## config.mk

```make
export PLATFORM = sky130hd
export DESIGN_NAME = adc_spi_writer
export DESIGN_NICKNAME = d
export VERILOG_FILES = /design/src/rtl/adc_spi_pkg.sv /design/src/rtl/adc_spi_writer.sv
export SDC_FILE = /design/constraint.sdc
export NUM_CORES = 1
export LEC_CHECK = 0
export CAP_MARGIN = 25
export CORE_MARGIN = 2
export CORE_UTILIZATION = 30
export CTS_CLUSTER_DIAMETER = 60
export DETAILED_ROUTE_END_ITERATION = 12
export PLACE_DENSITY = 0.61
export SYNTH_ARGS = -nofsm -noshare
export SYNTH_HDL_FRONTEND = slang
export SYNTH_SLANG_ARGS = --single-unit
```

## constraint.sdc

```tcl
create_clock -name clk -period 4.1 [get_ports clk]
set_input_delay 0.615 -clock clk [delete_from_list [all_inputs] [get_ports clk]]
set_output_delay 0.615 -clock clk [all_outputs]
set_load 0.01 [all_outputs]
```

## src/rtl/adc_spi_pkg.sv

```systemverilog
// adc_spi_pkg: shared types and frame layout for the ADC configuration-port
// serialiser (adc_spi_writer).
//   - state_e        : controller FSM states
//   - FRAME_W/ADDR_W : frame and address widths
//   - field positions and build_frame() helper for the 24-bit SPI frame
package adc_spi_pkg;

  localparam int FRAME_W  = 24;
  localparam int ADDR_W   = 13;
  localparam int DATA_W   = 8;

  // Frame layout: {rnw, width[1:0], addr[12:0], data[7:0]}, sent MSB first.
  localparam int RNW_POS  = 23;
  localparam int W_MSB    = 22;
  localparam int W_LSB    = 21;
  localparam int ADDR_MSB = 20;
  localparam int ADDR_LSB = 8;
  localparam int DATA_MSB = 7;

  typedef enum logic [2:0] {
    ST_IDLE,
    ST_SETUP,
    ST_SHIFT,
    ST_HOLD,
    ST_GAP
  } state_e;

  // Width field is always 2'b00: single-byte access.
  function automatic logic [FRAME_W-1:0] build_frame(input logic              rnw,
                                                     input logic [ADDR_W-1:0] addr,
                                                     input logic [DATA_W-1:0] data);
    logic [FRAME_W-1:0] f;
    f                    = '0;
    f[RNW_POS]           = rnw;
    f[W_MSB:W_LSB]       = 2'b00;
    f[ADDR_MSB:ADDR_LSB] = addr;
    f[DATA_MSB:0]        = data;
    return f;
  endfunction

endpackage

```

## src/rtl/adc_spi_writer.sv

```systemverilog
// adc_spi_writer: register-access controller for the ADC configuration port.
// One 24-bit frame per req/done handshake, shifted MSB first at clk/2.
// Optional feature macro: ADC_SPI_READBACK_EN (read transactions; sdio turnaround
// during bits 7..0 and capture of sdio_in into rdata).
// Ports:
//   clk, rst            : 10 MHz config clock, synchronous active-high reset
//   req/rnw/addr/wdata  : request (sampled in IDLE only), cs_mask selects ADCs
//   busy, done, rdata   : status; done is a one-cycle pulse, rdata held until next accept
//   adcsclk_disable     : sclk gate; 0 => one sclk pulse in the following cycle
//   csb, sdio_out/oe/in : active-low chip selects and SDIO pad signals
module adc_spi_writer
  import adc_spi_pkg::*;
#(
  parameter int NUM_ADC    = 4,
  parameter int GAP_CYCLES = 4
) (
  input  logic               clk,
  input  logic               rst,
  input  logic               req,
  input  logic               rnw,
  input  logic [ADDR_W-1:0]  addr,
  input  logic [DATA_W-1:0]  wdata,
  input  logic [NUM_ADC-1:0] cs_mask,
  output logic               busy,
  output logic               done,
  output logic [DATA_W-1:0]  rdata,
  output logic               adcsclk_disable,
  output logic [NUM_ADC-1:0] csb,
  output logic               sdio_out,
  output logic               sdio_oe,
  input  logic               sdio_in
);

  // Counter also times the 2-cycle HOLD, so it needs at least 1 bit.
  localparam int GW = (GAP_CYCLES > 2) ? $clog2(GAP_CYCLES) : 1;

  state_e             state_q, state_d;
  logic [FRAME_W-1:0] sh_q, sh_d;
  logic [4:0]         bit_q, bit_d;
  logic               ph_q, ph_d;
  logic [GW-1:0]      cnt_q, cnt_d;
  logic [NUM_ADC-1:0] mask_q, mask_d;
  logic               rnw_q, rnw_d;
  logic               done_q, done_d;
  logic [DATA_W-1:0]  rdata_q, rdata_d;

  logic rnw_eff;  // rnw as seen by the frame builder
  logic cap_bit;  // bit shifted into the LSB of the shift register

`ifdef ADC_SPI_READBACK_EN
  assign rnw_eff = rnw;
  // ADC drives read data during bits 7..0; sampled at the end of each phase 1.
  assign cap_bit = rnw_q && (bit_q < 5'd8) && sdio_in;
`else
  logic unused_inputs;
  assign rnw_eff       = 1'b0;
  assign cap_bit       = 1'b0;
  assign unused_inputs = ^{sdio_in, rnw};
`endif

  always_comb begin
    state_d = state_q;
    sh_d    = sh_q;
    bit_d   = bit_q;
    ph_d    = ph_q;
    cnt_d   = cnt_q;
    mask_d  = mask_q;
    rnw_d   = rnw_q;
    rdata_d = rdata_q;
    done_d  = 1'b0;
    case (state_q)
      ST_IDLE: begin
        if (req && (|cs_mask)) begin
          sh_d    = build_frame(rnw_eff, addr, wdata);
          mask_d  = cs_mask;
          rnw_d   = rnw_eff;
          state_d = ST_SETUP;
        end
      end
      ST_SETUP: begin
        bit_d   = 5'd23;
        ph_d    = 1'b0;
        state_d = ST_SHIFT;
      end
      ST_SHIFT: begin
        if (!ph_q) begin
          ph_d = 1'b1;
        end else begin
          // Advance only after the rising sclk edge of phase 1 has passed.
          ph_d = 1'b0;
          sh_d = {sh_q[FRAME_W-2:0], cap_bit};
          if (bit_q == 5'd0) begin
            cnt_d   = GW'(1);
            state_d = ST_HOLD;
          end else begin
            bit_d = bit_q - 5'd1;
          end
        end
      end
      ST_HOLD: begin
        if (cnt_q == '0) begin
          cnt_d   = GW'(GAP_CYCLES - 1);
          state_d = ST_GAP;
        end else begin
          cnt_d = cnt_q - GW'(1);
        end
      end
      ST_GAP: begin
        if (cnt_q == '0) begin
          done_d  = 1'b1;
          state_d = ST_IDLE;
`ifdef ADC_SPI_READBACK_EN
          if (rnw_q) rdata_d = sh_q[DATA_W-1:0];
`endif
        end else begin
          cnt_d = cnt_q - GW'(1);
        end
      end
      default: state_d = ST_IDLE;
    endcase
  end

  always_ff @(posedge clk) begin
    if (rst) begin
      state_q <= ST_IDLE;
      sh_q    <= '0;
      bit_q   <= '0;
      ph_q    <= 1'b0;
      cnt_q   <= '0;
      mask_q  <= '0;
      rnw_q   <= 1'b0;
      done_q  <= 1'b0;
      rdata_q <= '0;
    end else begin
      state_q <= state_d;
      sh_q    <= sh_d;
      bit_q   <= bit_d;
      ph_q    <= ph_d;
      cnt_q   <= cnt_d;
      mask_q  <= mask_d;
      rnw_q   <= rnw_d;
      done_q  <= done_d;
      rdata_q <= rdata_d;
    end
  end

  // Outputs are decoded from registered state only, so they follow reset on
  // the very next edge.
  logic frame_act;
  assign frame_act       = (state_q == ST_SETUP) || (state_q == ST_SHIFT) ||
                           (state_q == ST_HOLD);
  assign busy            = (state_q != ST_IDLE);
  assign done            = done_q;
  assign rdata           = rdata_q;
  assign csb             = frame_act ? ~mask_q : '1;
  assign adcsclk_disable = !((state_q == ST_SHIFT) && !ph_q);
  assign sdio_out        = ((state_q == ST_SETUP) || (state_q == ST_SHIFT)) ?
                           sh_q[FRAME_W-1] : 1'b0;
`ifdef ADC_SPI_READBACK_EN
  assign sdio_oe = !(rnw_q && (((state_q == ST_SHIFT) && (bit_q < 5'd8)) ||
                               (state_q == ST_HOLD)));
`else
  assign sdio_oe = 1'b1;
`endif

endmodule
```

==> run_1/final_placement.png <==
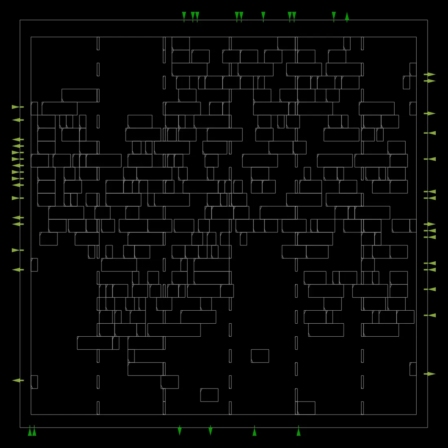
Fillers: 649
fin cells: 321

==> run_1/registers.png <==
Drawn at 4 px/um.
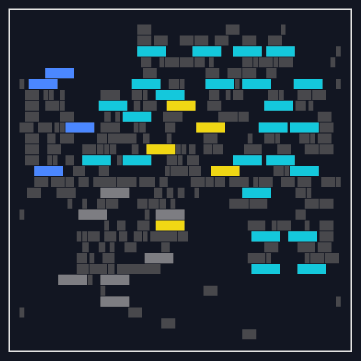
| colour | name in the netlist | flops |
|---|---|---|
| blue | mask_q | 4 |
| yellow | bit_q | 5 |
| cyan | sh_q | 24 |
sequential cell area share: 32.44%
P_seq: 0.454 mW
Core Util, Final: 38.88%

==> impl_metrics.yaml, run 1 <==
# physical design summary
run_status:
  status: "finished, final reports clean"
layout:
  ff_count: 40
  bufAreaShareNonClock_pct: 15.61
  lay_top_count: "dfxtp_1"
  sh_comb_area_pct: 42.17
  num-multi-input-gates: 153
  clk_share_pct: 5.119
  dominant_cells: "combinational gates"
timing:
  setup_viol: 0
  timing.hold.ws_ns: 0.4566
  max-slew-margin-rel_pct: 43.94
  min_period_ns: 2.511
  fmax_ghz: 0.3983
setup_path:
  cp.depth: 4
  max_stage_delay_ns: 0.66
  critical_path.endpoint: "csb[0]"
  crit_path_max_fanout: 17
  critical_path.top_delay_family: "flip-flops"
  startpoint: "state_q[1]"
  endpoint_kind: "primary output"
logic_synthesis:
  synthesis.area_sq_um: 1976
  common_cells: "dfxtp_1, nor2_1, mux2i_1"
  netlist.area_leader.share_pct: 40.53
  ys_sh_xor_pct: 0.8866
pwr:
  power_density_nw_per_um2: 408.3
routing:
  first_iter_violations: 31
  postRouteAntennaNets: 0
grt:
  antenna_found_initial: 0
cts:
  h-tree-depth: 2
  clk-insertion-delay-late_ns: 0.29
  post_cts_buffers: 0
die:
  io_pins: 47
  coreArea_sq_um: 6350
  n_tap_cell: 77
place:
  gp_congestion: 0.7016
  portBuffers: 35
==> run_1/drive_strength.png <==
Drawn at 4 px/um.
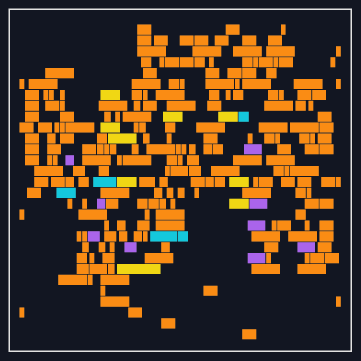
| colour | size | cells | share | most used |
|---|---|---|---|---|
| purple | drive 2 | 9 | 3.7% | a211oi_2 |
| cyan | drive 3 to 4 | 5 | 2.0% | buf_4 |
| yellow | drive 6 and up | 9 | 3.7% | clkbuf_8 |
| orange | drive 1 or less | 221 | 91% | dfxtp_1 |
final instance area: 2469 sq um
post-route setup slack: 1.589 ns

==> run_1/met3.png <==
Drawn at 3 px/um.
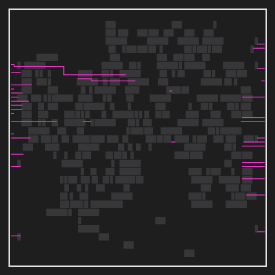
nets with wire on the layer: 32
longest straight run: 20.5 um
Via Count: 1549
drt total wl: 3656 um
met3 Resource Use GR: 2.918%

## run 1: layer usage
metal  global-route usage (%)  part of all wire, %  vias to the layer above
met5                        0                    0                        -
met4                    3.030                 0.85                        0
met3                    2.918                  5.5                        4
met2                    17.54                   45                       36
met1                    13.63                   49                      705
li1                         -                    -                      804
## run 1: registers in the layout, indices dropped and copies added (netlist names)
name and count:
bit_q 5, cnt_q 2, done 1, mask_q 4, ph_q 1, sh_q 24
state_q 3
## run 1: power breakdown
| group | internal [mW] | total, mW | switching, mW |
|---|---|---|---|
| Sequential | 0.425 | 0.454 | 0.0286 |
| Clock | 0.215 | 0.351 | 0.136 |
| Combinational | 0.105 | 0.203 | 0.0975 |
==> run_1/cell_classes.png <==
Drawn at 6 px/um.
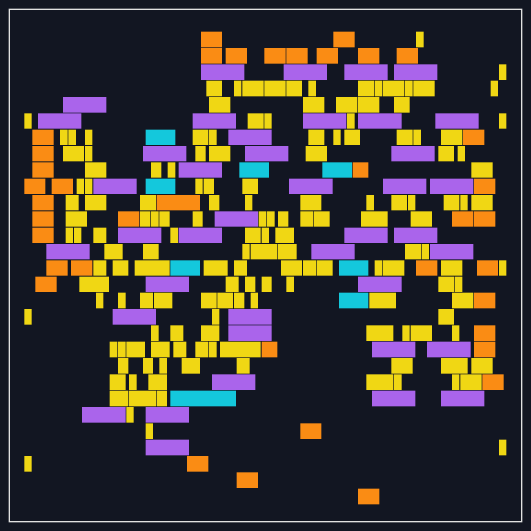

--- run 2 (diff from run 1) ---
==> constraint.sdc (replaced) <==
create_clock -name clk -period 2.6 [get_ports clk]
set_input_delay 0.39 -clock clk [delete_from_list [all_inputs] [get_ports clk]]
set_output_delay 0.39 -clock clk [all_outputs]
set_load 0.01 [all_outputs]
==> run_2/cell_classes.png <==
Drawn at 6 px/um.
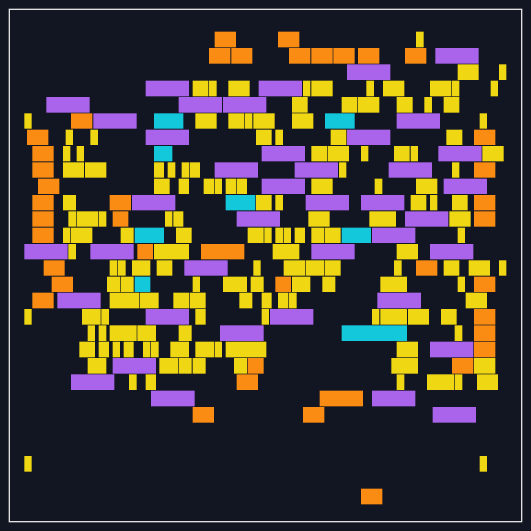
| colour | class | cells |
|---|---|---|
| orange | other buffers and delay cells | 41 |
| yellow | all other logic | 158 |
| purple | flip-flops | 40 |
| cyan | clock drivers and dummy loads | 8 |
Core Region: 6350 sq um
Core Util, Final: 39.25%
# rows: 29
final instance area: 2492 sq um
sequential cell area share: 32.13%

==> impl_metrics.yaml, run 2 <==
# physical design summary
run_status:
  status: "finished, final reports clean"
setup_path:
  reg2reg_depth: 4
  startpoint: "state_q[1]"
  critical_path.endpoint: "sdio_out"
  max_stage_delay_ns: 0.66
  worst_path_max_delay_cell: "dfxtp_1"
  cp.depth: 3
  endpoint_kind: "primary output"
  crit_path_max_fanout: 17
layout:
  fillers: 651
  regMostFlops: "sh_q"
  lay_top_count: "dfxtp_1"
  final-instance-count-excl-fill: 324
  largest_reg_flops: 24
  top_regs: "sh_q: 24 flops, bit_q: 5 flops, mask_q: 4 flops"
die:
  io_pins: 47
grt:
  grt_use_met2_pct: 18.25
  grt_util_met3_pct: 3.307
  grt-busiest-layer: "met2"
  grt.met1_usage_pct: 14.58
routing:
  wl_met2_um: 1719
  first_iter_violations: 44
  finalWirelength_um: 3923
  top_layer: "met4"
  dr_wl_met3_um: 229
  postRouteAntennaNets: 0
  wl_met1_um: 1941
  vias: 1563
place:
  gp_congestion: 0.7164
  portBuffers: 35
cts:
  post_cts_buffers: 0
  cts.repair.resized: 0
  h-tree-depth: 2
  clk-insertion-delay-late_ns: 0.30
timing:
  timing.hold.ws_ns: 0.4606
  max-slew-margin-rel_pct: 64.60
  timing.final.ws_setup_ns: 0.2741
  setup_viol: 0
  fmax_ghz: 0.4299
  min_period_ns: 2.326
logic_synthesis:
  ys_sh_xor_pct: 0.8866
  common_cells: "dfxtp_1, nor2_1, mux2i_1"
  netlist.area_leader.share_pct: 40.53
  synthesis.area_sq_um: 1976
  yosys.stat.seqShare_pct: 40.53
pwr:
  power_density_nw_per_um2: 633.1
run 2: where the power goes:
part	switching (mW)	internal (mW)
Sequential	0.0412	0.671
Clock	0.237	0.289
Combinational	0.164	0.176
Total	0.442	1.14
run 2: cell type report:
cell class / count / share of cell area (%)
flip-flops and latches: 40 / 32.13
clock buffers: 5 / 2.761
well taps: 77 / 3.865
repair buffers: 41 / 16.87
clock inverters: 3 / 1.857
inverters: 5 / 0.7530
multi-input cells: 153 / 41.77
run 2: worst min-delay path by stage:
stage,startpoint,to,slack [ns],cells after the start
after global routing,sh_q[0],sh_q[0],0.49,2
final,sh_q[23],sh_q[23],0.46,2
after floorplan,sh_q[23],sh_q[23],0.43,2
after detailed placement,sh_q[21],sh_q[21],0.45,2
after CTS,sh_q[21],sh_q[21],0.46,2
after global placement,sh_q[21],sh_q[21],0.44,2
==> run_2/final_placement.png <==
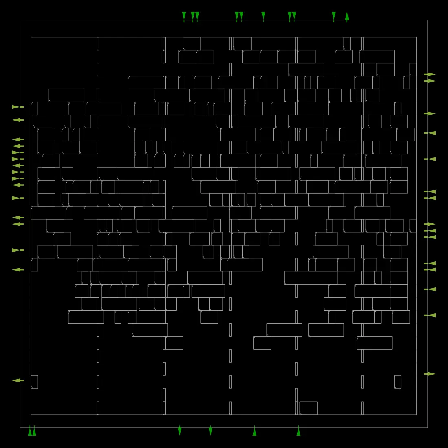

--- run 3 (diff from run 2) ---
--- a/config.mk
+++ b/config.mk
@@ -7,10 +7,10 @@
 export LEC_CHECK = 0
 export CAP_MARGIN = 25
 export CORE_MARGIN = 2
-export CORE_UTILIZATION = 30
+export CORE_UTILIZATION = 49
 export CTS_CLUSTER_DIAMETER = 60
 export DETAILED_ROUTE_END_ITERATION = 12
-export PLACE_DENSITY = 0.61
+export PLACE_DENSITY = 0.87
 export SYNTH_ARGS = -nofsm -noshare
 export SYNTH_HDL_FRONTEND = slang
 export SYNTH_SLANG_ARGS = --single-unit
==> run_3/final_placement.png <==
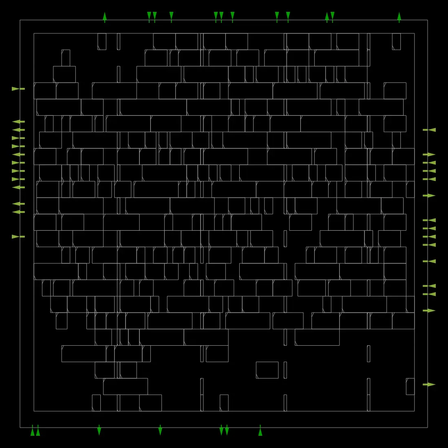
sequential cell area share: 32.74%
Seq cells: 40
# rows: 23

==> impl_metrics.yaml, run 3 <==
# physical design summary
run_status:
  status: "finished, final reports clean"
die:
  io_pins: 47
  n_tap_cell: 50
cts:
  cts.repair.resized: 0
  h-tree-depth: 2
timing:
  setup_viol: 0
  min_period_ns: 2.314
  timing.hold.ws_ns: 0.4584
grt:
  grt_util_met3_pct: 7.167
  antenna_found_initial: 0
layout:
  regMostFlops: "sh_q"
  clk_share_pct: 4.706
  fillers: 355
  num-multi-input-gates: 153
  final-instance-count-excl-fill: 297
  top_regs: "sh_q: 24 flops, bit_q: 5 flops, mask_q: 4 flops"
routing:
  top_layer: "met4"
  first_iter_violations: 62
  wl_met1_um: 1728
setup_path:
  critical_path.top_delay_family: "flip-flops"
logic_synthesis:
  common_cells: "dfxtp_1, nor2_1, mux2i_1"
-- run 3: cell counts in the layout (fill, tap and decap cells not counted) --
Identical to the previous run, type by type.
-- run 3: where the power goes --
group | switching (mW) | internal, mW
clock | 0.229 | 0.289
sequential | 0.0477 | 0.671
combinational | 0.160 | 0.173
total | 0.437 | 1.13
-- run 3: per-stage QoR --
step | area (sq um) | setup WS, ns
finish | 2446 | 0.2859
global route | 2446 | 0.09776
CTS | 2446 | 0.2780
detailed placement | 2331 | 0.4324
global placement | 2331 | 0.5227
floorplan | 2002 | 0.9219
-- run 3: path summary, 6_finish.rpt --
kind	from	end	slack [ns]
setup / recovery	state_q[1]	sdio_out	0.29
hold reg to reg	sh_q[0]	sh_q[0]	0.46
hold / removal	sh_q[0]	sh_q[0]	0.46
setup reg to reg	state_q[1]	sh_q[9]	0.69
No activity file was given, so power comes from the tool's default toggle rates.
